==> config.mk <==
export PLATFORM = sky130hd
export DESIGN_NAME = sd_spi_responder_flat
export DESIGN_NICKNAME = d
export VERILOG_FILES = /design/src/rtl/sd_spi_responder_if.sv /design/src/rtl/sd_spi_responder.sv /design/src/flat_wrapper.sv
export SDC_FILE = /design/constraint.sdc
export NUM_CORES = 1
export LEC_CHECK = 0
export ABC_AREA = 1
export ABC_CLOCK_PERIOD_IN_PS = 2100
export CORE_MARGIN = 2
export CORE_UTILIZATION = 35
export DETAILED_ROUTE_END_ITERATION = 12
export HOLD_SLACK_MARGIN = 0.03
export PLACE_DENSITY = 0.62
export SYNTH_ARGS = -nofsm -noshare
export SYNTH_HDL_FRONTEND = slang
export SYNTH_SLANG_ARGS = --single-unit
==> constraint.sdc <==
create_clock -name clk -period 2.1 [get_ports clk]
set_clock_uncertainty 0.1 [all_clocks]
set_input_delay 0.21 -clock clk [delete_from_list [all_inputs] [get_ports clk]]
set_output_delay 0.21 -clock clk [all_outputs]
set_load 0.02 [all_outputs]
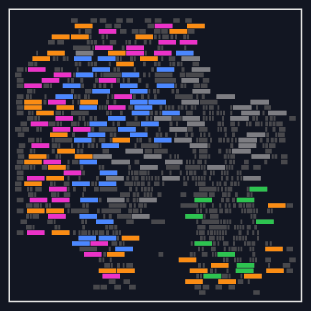
(run_1/ff_map.png)
(2 px per um) Other sequential cells in the stronger gray, the rest of the logic in the fainter gray.
[u_core.rd_addr] orange | sequential cells: 41 | where: widely spread
[u_core.byte_q] green | sequential cells: 10 | where: bottom right
[u_core.rx_sr_q] blue | sequential cells: 39
[u_core.cmd_arg] magenta | sequential cells: 32
not colored: 36
power attributed to sequential cells: 3.06 mW
post-route core utilization: 44.99%
Storage cell area: 3971 sq um
sequential share of cell area: 45.21%

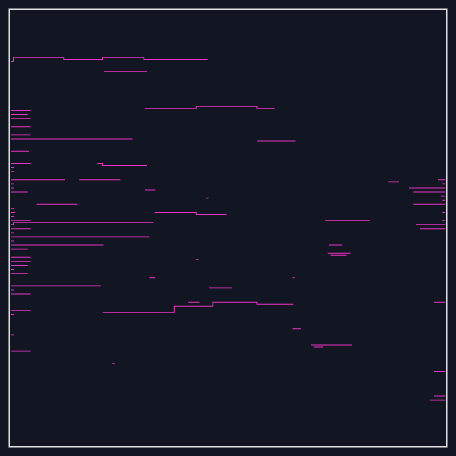
(run_1/m3.png)
(3 px per um)
share of all routed wire: 4.8%
longest straight run: 46.5 um
main direction: horizontal
detailed-route wire length: 15.49 mm
global-route met3 utilization: 4.326%
routed vias: 5297

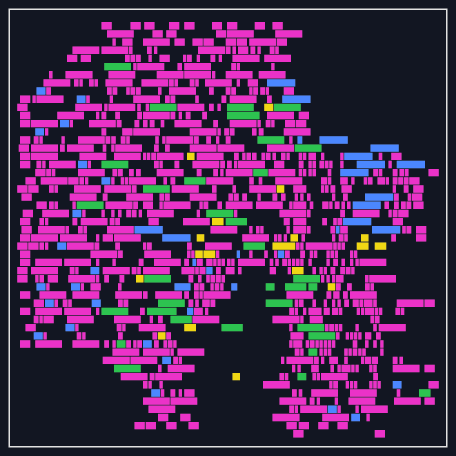
(run_1/sizing.png)
(3 px per um)
[x1 and smaller] magenta | cells: 774 | share: 89% | most used: nand2_1
[x2] blue | cells: 44 | share: 5.1% | most used: o21ai_2
[x6 and larger] green | cells: 33 | share: 3.8% | most used: clkbuf_16
[x3 and x4] yellow | cells: 18 | share: 2.1% | most used: buf_4
signed area change from the synthesized netlist to the final layout: 25.64%
non-clock buffer total of the final layout: 109
post-route worst setup slack: 0.1256 ns
area of all placed cells without fillers: 8785 sq um

==> metrics.yaml, run 1 <==
run_status: "finished, final reports clean"
worst-endpoint-required_ns: 2.31
ys_seq_share_pct: 56.80
dpl_cell_area_sq_um: 8183
timing_worst_slew_pin_value_ns: 0.4315
yosys-stat-area_sq_um: 6992
maximum_buffer_depth_of_the_clock_tree: 2
gp_routability_congestion: 0.8360
design.portCount: 95
synth-async-reset-ratio_pct: 100.0
clock_power_share_pct: 47.7
netlist_logic_family_top: "simple AND/OR/NAND/NOR gates"
wl_per_cell_um: 13.66
finalHoldViolCount: 0
timing.critical_path.to_type: "register"
mappedNetlistNets: 781
timing.final.crit_period_ns: 1.974
setup.reg_to_reg.worst_slack_ns: 0.13
grt_pass1_vias: 5127
remaining_drc_errors: 0
dp_hpwl_mm: 10.34
finalHoldWorstSlack_ns: 0.1000
grt_first_pass_wirelength_mm: 25.51
crit_type: "reg2reg"
htree_levels: 4
ys_types: 37
drt_pass_1_iters: 4
total_power_divided_by_cell_area_nw_per_um2: 704.7
max_slew_margin_pct: 71.23
root_buffer_master: "sky130_fd_sc_hd__clkbuf_16"
antenna_violating_nets_post_route: 0
most_prevalent_standard_cell_on_the_critical_path: "sky130_fd_sc_hd__nor2_2"
max_freq_mhz: 506.5
drt_iter0_markers: 360
sw_frac_of_total_pct: 22.61
proportion_of_power_drawn_by_combinational_gates_pct: 2.8
route.top_layer_used: "met4"
cellLeakagePower_nw: 3.918
synth_compound_gate_area_share_pct: 13.31
num_antenna_cells: 0
core_util_floorplan_pct: 35.81
worst_ir_drop_vdd_v: 0.0005996
switching_power_mw: 1.400
synth_dominant_cell_count: "sky130_fd_sc_hd__nand2_1"
cts.clk_slew.worst_paths_ns: 0.07
timing.critical_path.cells: "ha_2 > nand3_1 > nor2_2 > inv_1 > nor2_2 > nand2_4 > clkbuf_16 > nand2_1 > o21ai_1"
floorplan.rows: 51
ys_ff: 158
cts_hold_buf: 1
log.warning_count: 32
crit_path_top_delay_cell: "sky130_fd_sc_hd__dfrtp_1"
setup_repair_after_global_routing_missed_its_margin: "true"
synth.cell_area_sq_um: 6992
==> run 1: worst register-to-register path, stage by stage (launching register included) <==
cell and delay [ns]:
sky130_fd_sc_hd__dfrtp_1 0.41, sky130_fd_sc_hd__ha_2 0.22, sky130_fd_sc_hd__nand3_1 0.13, sky130_fd_sc_hd__nor2_2 0.18
sky130_fd_sc_hd__inv_1 0.09, sky130_fd_sc_hd__nor2_2 0.13, sky130_fd_sc_hd__nand2_4 0.18, sky130_fd_sc_hd__clkbuf_16 0.29
sky130_fd_sc_hd__nand2_1 0.09, sky130_fd_sc_hd__o21ai_1 0.05
==> run 1: layout by cell type (no fill, tap or decap), types with 5 or more instances in the layout <==
cell / Yosys / layout
sky130_fd_sc_hd__clkbuf_16: 0 / 18
sky130_fd_sc_hd__dfstp_2: 14 / 14
sky130_fd_sc_hd__clkdlybuf4s50_1: 0 / 93
sky130_fd_sc_hd__xor2_1: 5 / 5
sky130_fd_sc_hd__inv_6: 0 / 5
sky130_fd_sc_hd__buf_4: 0 / 8
sky130_fd_sc_hd__nand3_1: 64 / 64
sky130_fd_sc_hd__inv_1: 86 / 86
sky130_fd_sc_hd__dfrtp_1: 144 / 144
sky130_fd_sc_hd__o21ai_0: 55 / 55
sky130_fd_sc_hd__a21oi_1: 13 / 13
sky130_fd_sc_hd__o21ai_2: 18 / 18
sky130_fd_sc_hd__o21ai_1: 67 / 67
sky130_fd_sc_hd__nand4_1: 9 / 9
sky130_fd_sc_hd__ha_1: 9 / 8
sky130_fd_sc_hd__nor2_1: 36 / 36
sky130_fd_sc_hd__nand2_1: 171 / 171
==> run 1: final cells by class <==
type	count	area share (%)
clock buffer	22	5.170
clock inverter	10	1.168
inverter	90	3.846
multi-input combinational	480	27.80
sequential	158	45.21
tap	265	3.774
timing repair buffer	109	13.03
==> run_1/route_heat.png <==
(2 px per um) 29 x 29 tiles, from black (low) to pale yellow (high), scaled to the fullest tile. Values are wire area over tile area, all layers added.
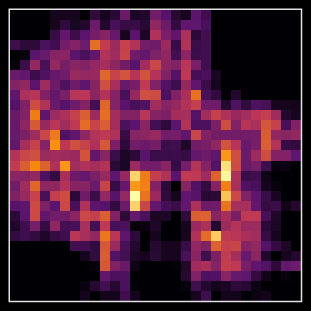

## Run 2: what changed since run 1
CELL_PAD_IN_SITES_DETAIL_PLACEMENT = 1   (was not set)
CELL_PAD_IN_SITES_GLOBAL_PLACEMENT = 1   (was not set)
PLACE_DENSITY = 0.75   (was 0.62)
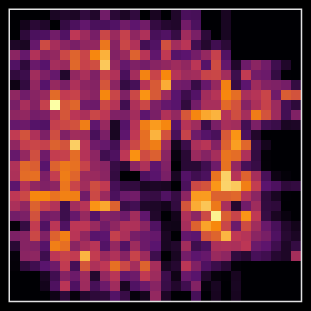
(run_2/route_heat.png)
(2 px per um) 29 x 29 tiles, from black (low) to pale yellow (high), scaled to the fullest tile. Values are wire area over tile area, all layers added.
nearly empty tiles: 15%
fullest tile: 0.40
tiles over half the peak: 22%
mean over tiles: 0.13
densest ninth of the die: left middle
routed vias: 5461
detailed-route wire length: 17.23 mm
GRT Util Overall: 16.42%
routed len/inst: 15.21 um

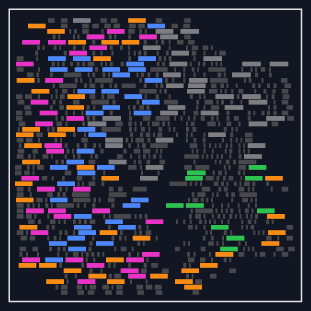
(run_2/ff_map.png)
(2 px per um) Other sequential cells in the stronger gray, the rest of the logic in the fainter gray.
[u_core.rd_addr] orange | sequential cells: 41 | where: widely spread
[u_core.rx_sr_q] blue | sequential cells: 39
[u_core.cmd_arg] magenta | sequential cells: 32
[u_core.byte_q] green | sequential cells: 10
not colored: 36
post-route core utilization: 44.88%
sequential share of cell area: 45.33%
Storage cell area: 3973 sq um

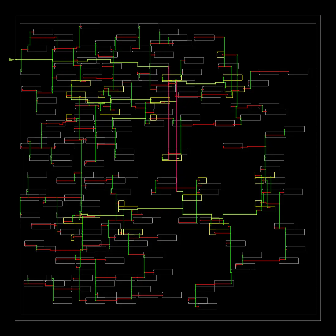
(run_2/clock_nets.png)
total number of sequential cells: 158
clock group power: 2.87 mW
layout clock buffer count: 19
latest clock arrival within the worst-skew pair: 0.42 ns

==> run 2 against run 1 <==
Via count is 3.1% higher. Worst setup slack worse by 0.0094 ns. Cell count hardly changed. Critical path depth is 2 lower. Highest routed layer unchanged. Sequential share of layout area is 0.12 points higher. Non-clock buffer count stayed put. Core utilization is 0.11 points lower.
==> metrics.yaml, run 2 <==
mappedNetlistNets: 781
drt_pass_1_iters: 4
cts.clk_slew.worst_paths_ns: 0.06
finalWorstSetupSlack_ns: 0.1162
total_power_divided_by_cell_area_nw_per_um2: 696.8
ys_types: 37
timing_worst_slew_pin_value_ns: 0.4798
crit_type: "reg2reg"
num_antenna_cells: 0
grt_pass1_vias: 5694
grt_first_pass_wirelength_mm: 28.50
remaining_drc_errors: 0
final_cell_mix: "sky130_fd_sc_hd__nand2_1, sky130_fd_sc_hd__dfrtp_1, sky130_fd_sc_hd__clkdlybuf4s50_1, sky130_fd_sc_hd__inv_1, sky130_fd_sc_hd__o21ai_1"
design.portCount: 95
log.warning_count: 31
max_slew_margin_pct: 68.02
yosys-stat-area_sq_um: 6992
timing.final.crit_period_ns: 1.984
dpl_cell_area_sq_um: 8170
run_status: "finished, final reports clean"
dp_hpwl_mm: 11.15
core_util_floorplan_pct: 35.81
synth_dominant_cell_count: "sky130_fd_sc_hd__nand2_1"
htree_levels: 4
floorplan.rows: 51
cts_hold_buf: 1
area_of_all_placed_cells_without_fillers_sq_um: 8763
root_buffer_master: "sky130_fd_sc_hd__clkbuf_16"
worst_ir_drop_vdd_v: 0.0005141
lay_top_count: "sky130_fd_sc_hd__nand2_1"
ys_ff: 158
setup_repair_after_global_routing_missed_its_margin: "false"
ys_seq_share_pct: 56.80
cellLeakagePower_nw: 3.902
worst-endpoint-required_ns: 2.29
flow.area_growth_from_synthesis_pct: 25.34
finalHoldViolCount: 0
-- run 2: cell counts after synthesis --
Identical to the previous run, type by type.
-- run 2: layer usage --
metal / wire, um / GRT usage [%] / vias up
li1: - / - / 2657
met4: 120 / 3.627 / 0
met5: 0 / 0 / -
met3: 715 / 4.357 / 8
met1: 7946 / 21.82 / 2712
met2: 8445 / 27.11 / 84
-- run 2: cells by family (layout without fill, tap and decap cells) --
logic type | count (synthesis) | in the layout | synth area share [%]
AOI/OAI and AO/OA | 166 | 166 | 13.31
xor gates and xnor gates | 6 | 6 | 0.7516
adders and majority gates | 9 | 9 | 1.611
buffers and inverters | 121 | 230 | 8.303
DFF | 158 | 158 | 56.80
and+or+nand+nor | 299 | 299 | 19.22
-- run 2: cell type report --
cell class                      instances  area share (%)
Tap cell                              265           3.784
Multi-Input combinational cell        480           27.96
Sequential cell                       158           45.33
Clock inverter                         12           1.171
Clock buffer                           19           4.940
Timing Repair Buffer                  109           12.96
Inverter                               90           3.855
-- run 2: worst max-delay path, stage by stage (launching register included) --
cell	delay (ns)
sky130_fd_sc_hd__dfrtp_1	0.44
sky130_fd_sc_hd__inv_1	0.10
sky130_fd_sc_hd__ha_1	0.18
sky130_fd_sc_hd__nand2_1	0.08
sky130_fd_sc_hd__o21ai_0	0.35
sky130_fd_sc_hd__nand4_1	0.35
sky130_fd_sc_hd__nand3_1	0.20
sky130_fd_sc_hd__nand2_1	0.07
-- run 2: report_power, final --
| group | internal (mW) | total (mW) | switching, mW |
|---|---|---|---|
| registers | 3.06 | 3.06 | 0.00747 |
| clock network | 1.54 | 2.87 | 1.33 |
| logic | 0.0491 | 0.177 | 0.128 |
Power figures rest on the tool's default switching activity, not on a simulated workload.
